met1.png
Scale bar: 20 µm.
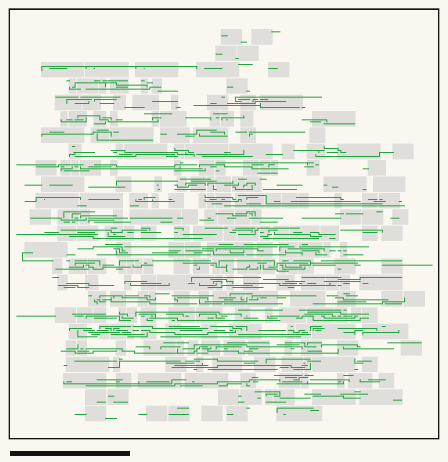
met2.png
Scale bar: 20 µm.
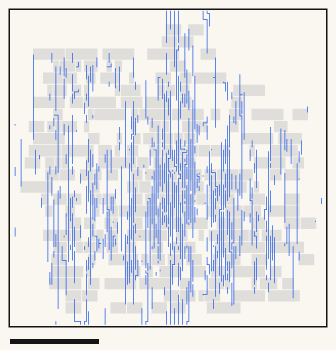
met3.png
Scale bar: 20 µm.
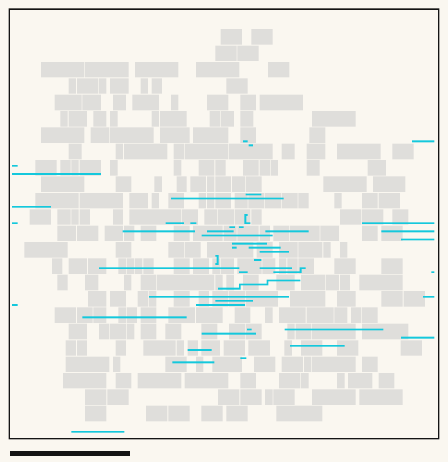
final_congestion.png
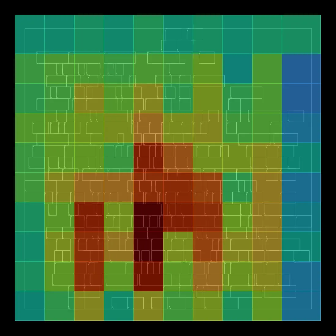
pins.png
Scale bar: 20 µm. Pins as bars across the die edge, other pins in grey.
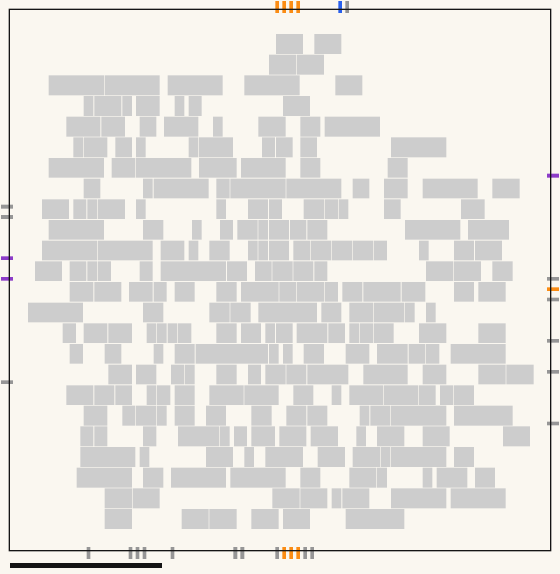
==> config.mk <==
export PLATFORM = sky130hd
export DESIGN_NAME = ring_rr_arbiter
export DESIGN_NICKNAME = d
export VERILOG_FILES = /design/src/rtl/arb_pkg.sv /design/src/rtl/ring_rr_arbiter_rr_pick.sv /design/src/rtl/ring_rr_arbiter.sv
export SDC_FILE = /design/constraint.sdc
export NUM_CORES = 1
export LEC_CHECK = 0
export CORE_MARGIN = 2
export CORE_UTILIZATION = 36
export CTS_CLUSTER_DIAMETER = 30
export DETAILED_ROUTE_END_ITERATION = 10
export PLACE_DENSITY = 0.64
export SYNTH_ARGS = -nofsm -noshare
export SYNTH_HDL_FRONTEND = slang
export SYNTH_SLANG_ARGS = --single-unit
==> constraint.sdc <==
create_clock -name clk -period 2.4 [get_ports clk]
set_input_delay 0.48 -clock clk [delete_from_list [all_inputs] [get_ports clk]]
set_output_delay 0.48 -clock clk [all_outputs]
set_load 0.005 [all_outputs]
==> results.txt <==
Here are the numbers from the latest Yosys + OpenROAD run.

The flow ran to the end, and the final reports show no timing, DRC or antenna violations. The number of antenna violations at the first check in global routing is 0. The sort of element at the end of the critical path is a flop. As reported, the later end of the worst-skew pair has a clock insertion delay of around 0.28 ns.

According to the CTS report, the clock sink count is 27. The core utilization at floorplan is between 30% and 40%. The setup clock skew after layout came out at about 0.0036 ns.

The critical path is of the flop to flop type. Per the OpenROAD power report, leakage power amounts to 0.9356 nW. The number of buffers on the longest clock path came out at 2.

The critical-path cell with the highest stage delay is sky130_fd_sc_hd__or4_4. Per the CTS log, the maximum H-tree level is 1. The flow reports an fmax of roughly 420 MHz. The number of nets at floorplan came out at around 210. The distinct cell type count after synthesis is 55.

The final period demand of the worst path is roughly 2.4 ns. The tightest slew margin relative to the limit came out at roughly three quarters. The violation count after the first detailed-route iteration came out at around 120.

The final global-route overflow total came out at 0. The first global-routing pass estimated 7.327 mm of wire. The TritonCTS buffer count came out at 3. Of the cells placed in the final design, the portion with a size suffix greater than 1 is about 24%. The library cell used most frequently in the layout, excluding fill and tap cells, is sky130_fd_sc_hd__buf_4.

The synthesized instance count came out at around 190. The largest vdd supply drop came out at between 0.3 and 0.4 mV. The synthesized area is around 1600 µm². The number of setup violations in the final report came out at 0. The max-slew violation count is 0. The delay of the slowest cell on the worst path came out at 0.50 ns. The residual DRC count came out at 0. The number of cells on the worst hold path is listed as 1. The hold slack came out at 0.4978 ns. The async set-or-reset flop fraction in the synthesized netlist is 0%. The final HPWL from detailed placement came out at ~3.5 mm. The floorplan has 24 rows.

The average instance area after synthesis is between 8 and 9 µm². The synthesis report lists the most area-consuming cells as sky130_fd_sc_hd__dfxtp_1, sky130_fd_sc_hd__nor2_1, sky130_fd_sc_hd__mux2i_1. The most critical min-delay path falls under flop to flop. TritonCTS built the clock tree. The flop and latch count out of synthesis is 27. The via-per-instance ratio came out at approximately 5.6. The number of nets in the layout came out at between 200 and 300.

The floorplan step defined a core boundary enclosing around 4400 µm². The power density over cell area came out at around 460 nW/µm². STA classifies the critical path startpoint as a flop.

The post-detailed-route count of antenna-violating nets is 0. In this run, post-CTS hold repair placed 0 buffers. Per the post-CTS timing run, clock transition at the registers of the reported paths is about 0.1 ns. The placer's final routability congestion estimate came out at 0.9247.

In this run the clock root is driven by a sky130_fd_sc_hd__clkbuf_8. In this run the register-to-register setup slack is between 0.03 and 0.04 ns. The final count of hold timing violations is 0. Yosys printed 0 warnings. For this run, the detailed router's first-pass iteration total came to 6. The synthesized chip area reported by yosys came out at 1622 µm². The number of fill cells in the layout is 405. The largest driver fanout on the critical path came out at 6.

The dominant cell type by area after synthesis is sky130_fd_sc_hd__dfxtp_1. The depth of the most critical reg-to-reg path came out at 8. The number of post-CTS setup repair buffers is 0.

The synthesized design contains 0 enable-type register cells. The detailed router put a total of about 2.2 mm of wire on met1. For the pin with the worst max-slew slack, the measured transition is roughly 0.40 ns. The area share of the largest cell type after synthesis came out at between 30% and 40%. The cell count in the Yosys report came out at approximately 190. The number of top-level pins came out at 31. In this run the top signal layer used is met4. The share of the Yosys chip area taken by registers is around 33%. The post-cts resize count came out at 0. Traced cell by cell, the critical path runs through or4_4 -> buf_4 -> nor2_4 -> mux2i_2 -> nor4_4 -> buf_4 -> a211o_1 -> o31a_1.

The number of maximum-capacitance violations came out at 0. For this run, the leading register cell type out of synthesis is sky130_fd_sc_hd__dfxtp_1. The number of global-route vias before repair came to 1,555. The arrival time reported for the critical path endpoint is 2.54 ns. The met2 wirelength from detailed routing is between 2 and 2.5 mm.

By instance count after routing, the leading logic cell types are sky130_fd_sc_hd__buf_4, sky130_fd_sc_hd__clkdlybuf4s50_1, sky130_fd_sc_hd__nor2_1, sky130_fd_sc_hd__dfxtp_1, sky130_fd_sc_hd__a21oi_1.
Back to the opening pictures, met1.png:
The wires run mostly horizontal. The layer carries 2,180 µm of wire. The layer holds 46% of the routed length. 243 nets have wire on it. The longest straight run is 29.9 µm.
global-route track usage on met1: 26.32%
Final Routed Wirelength: 4.697 mm
overall via count from detail_route: 1,686

Back to the opening pictures, met2.png:
The longest straight run is 30.9 µm. 238 nets have wire on it. The layer carries 2,070 µm of wire. The wires run mostly vertical. The layer holds 44% of the routed length.
routing usage on met2: 27.73%

Back to the opening pictures, met3.png:
The layer holds 6.3% of the routed length. 40 nets have wire on it. The layer carries 296 µm of wire.
global routing met3 resource utilization: 2.279%

Back to the opening pictures, final_congestion.png:
final core occ: 53.53%
Global Route Usage Sum: 18.57%
Routed wire per std cell: 15.60 µm
busiest grt layer: met2

Back to the opening pictures, pins.png:
Key: blue = reset [pins 1, direction input, edge top]; purple = grant_id [pins 3, direction output, edge 2 left, 1 right]; orange = done [pins 8, direction input, edge 4 top, 3 bottom, 1 right]
All pins by edge: 13 bottom, 7 right, 6 top, 5 left.
horizontal extent of the die: 71.12 µm
count of input and output buffers: 30
Die Ht: 71.12 µm

critical path: cells and delay by family, from the launching register on:
family / cells / cell delay, ns
compound gates: 2 / 0.51
simple gates: 3 / 0.72
buf+inv: 2 / 0.32
mux: 1 / 0.32
flops: 1 / 0.38
through the flow:
| stage | total power [mW] | cell area [µm²] | worst slack, ns | std cells | setup TNS, ns |
|---|---|---|---|---|---|
| floorplan | 0.6313 | 1622 | 0.1462 | 187 | 0 |
| global placement | 0.7765 | 2212 | -0.1029 | 295 | -0.1722 |
| detailed placement | 0.7761 | 2212 | -0.07042 | 295 | -0.1446 |
| CTS | 1.054 | 2261 | 0.01946 | 299 | 0 |
| global route | 1.116 | 2331 | -0.004734 | 301 | -0.008657 |
| finish | 1.062 | 2331 | 0.03885 | 301 | 0 |
cell families (layout without fill, tap and decap cells):
group                    after synthesis  in the layout  synth area share, %
AND-OR/OR-AND                         49             49                21.68
adder cells (fa/ha/maj)                4              4                3.087
flip-flops                            27             27                33.33
AND/OR/NAND/NOR                       80             80                28.39
buffers and inverters                 10             72                2.778
XOR/XNOR                               5              5                2.701
multiplexers                          12             12                8.024
metal layers:
layer / track usage [%] / vias up
li1: - / 820
met1: 26.32 / 778
met2: 27.73 / 74
met3: 2.279 / 14
met4: 9.434 / 0
met5: 0 / -
area by class of cell:
| cell class | instances | area, µm² | share of cell area (%) |
|---|---|---|---|
| clock inverters | 1 | 7.507 | 0.3221 |
| clock buffers | 3 | 41.29 | 1.771 |
| repair buffers | 63 | 560.5 | 24.05 |
| flip-flops and latches | 27 | 545.5 | 23.40 |
| inverters | 5 | 18.77 | 0.8052 |
| well taps | 52 | 65.06 | 2.791 |
| multi-input cells | 150 | 1092 | 46.86 |
where the power goes:
group          internal (mW)  switching, mW
Clock                  0.118          0.159
Combinational          0.161          0.143
Sequential             0.463         0.0177
Total                  0.742          0.320
cells in the mapped netlist, types with 2 or more instances:
library cell and instances:
sky130_fd_sc_hd__a211o_1 2, sky130_fd_sc_hd__a21o_1 3, sky130_fd_sc_hd__a21oi_1 15, sky130_fd_sc_hd__a221oi_1 2, sky130_fd_sc_hd__a22oi_1 9, sky130_fd_sc_hd__a311oi_1 2
sky130_fd_sc_hd__a31oi_1 2, sky130_fd_sc_hd__and2_1 2, sky130_fd_sc_hd__clkbuf_1 2, sky130_fd_sc_hd__dfxtp_1 27, sky130_fd_sc_hd__ha_1 4, sky130_fd_sc_hd__inv_1 5
sky130_fd_sc_hd__mux2i_1 9, sky130_fd_sc_hd__nand2_1 12, sky130_fd_sc_hd__nand2b_1 3, sky130_fd_sc_hd__nand3_1 5, sky130_fd_sc_hd__nand4_1 2, sky130_fd_sc_hd__nor2_1 25
sky130_fd_sc_hd__nor2b_1 6, sky130_fd_sc_hd__nor3_1 5, sky130_fd_sc_hd__nor3b_1 2, sky130_fd_sc_hd__nor4_1 2, sky130_fd_sc_hd__nor4_4 2, sky130_fd_sc_hd__nor4bb_1 2
sky130_fd_sc_hd__o211ai_1 2, sky130_fd_sc_hd__o21ai_0 2, sky130_fd_sc_hd__or2_2 2, sky130_fd_sc_hd__xnor2_1 2, sky130_fd_sc_hd__xor2_1 3
No activity file was given, so power comes from the tool's default toggle rates.
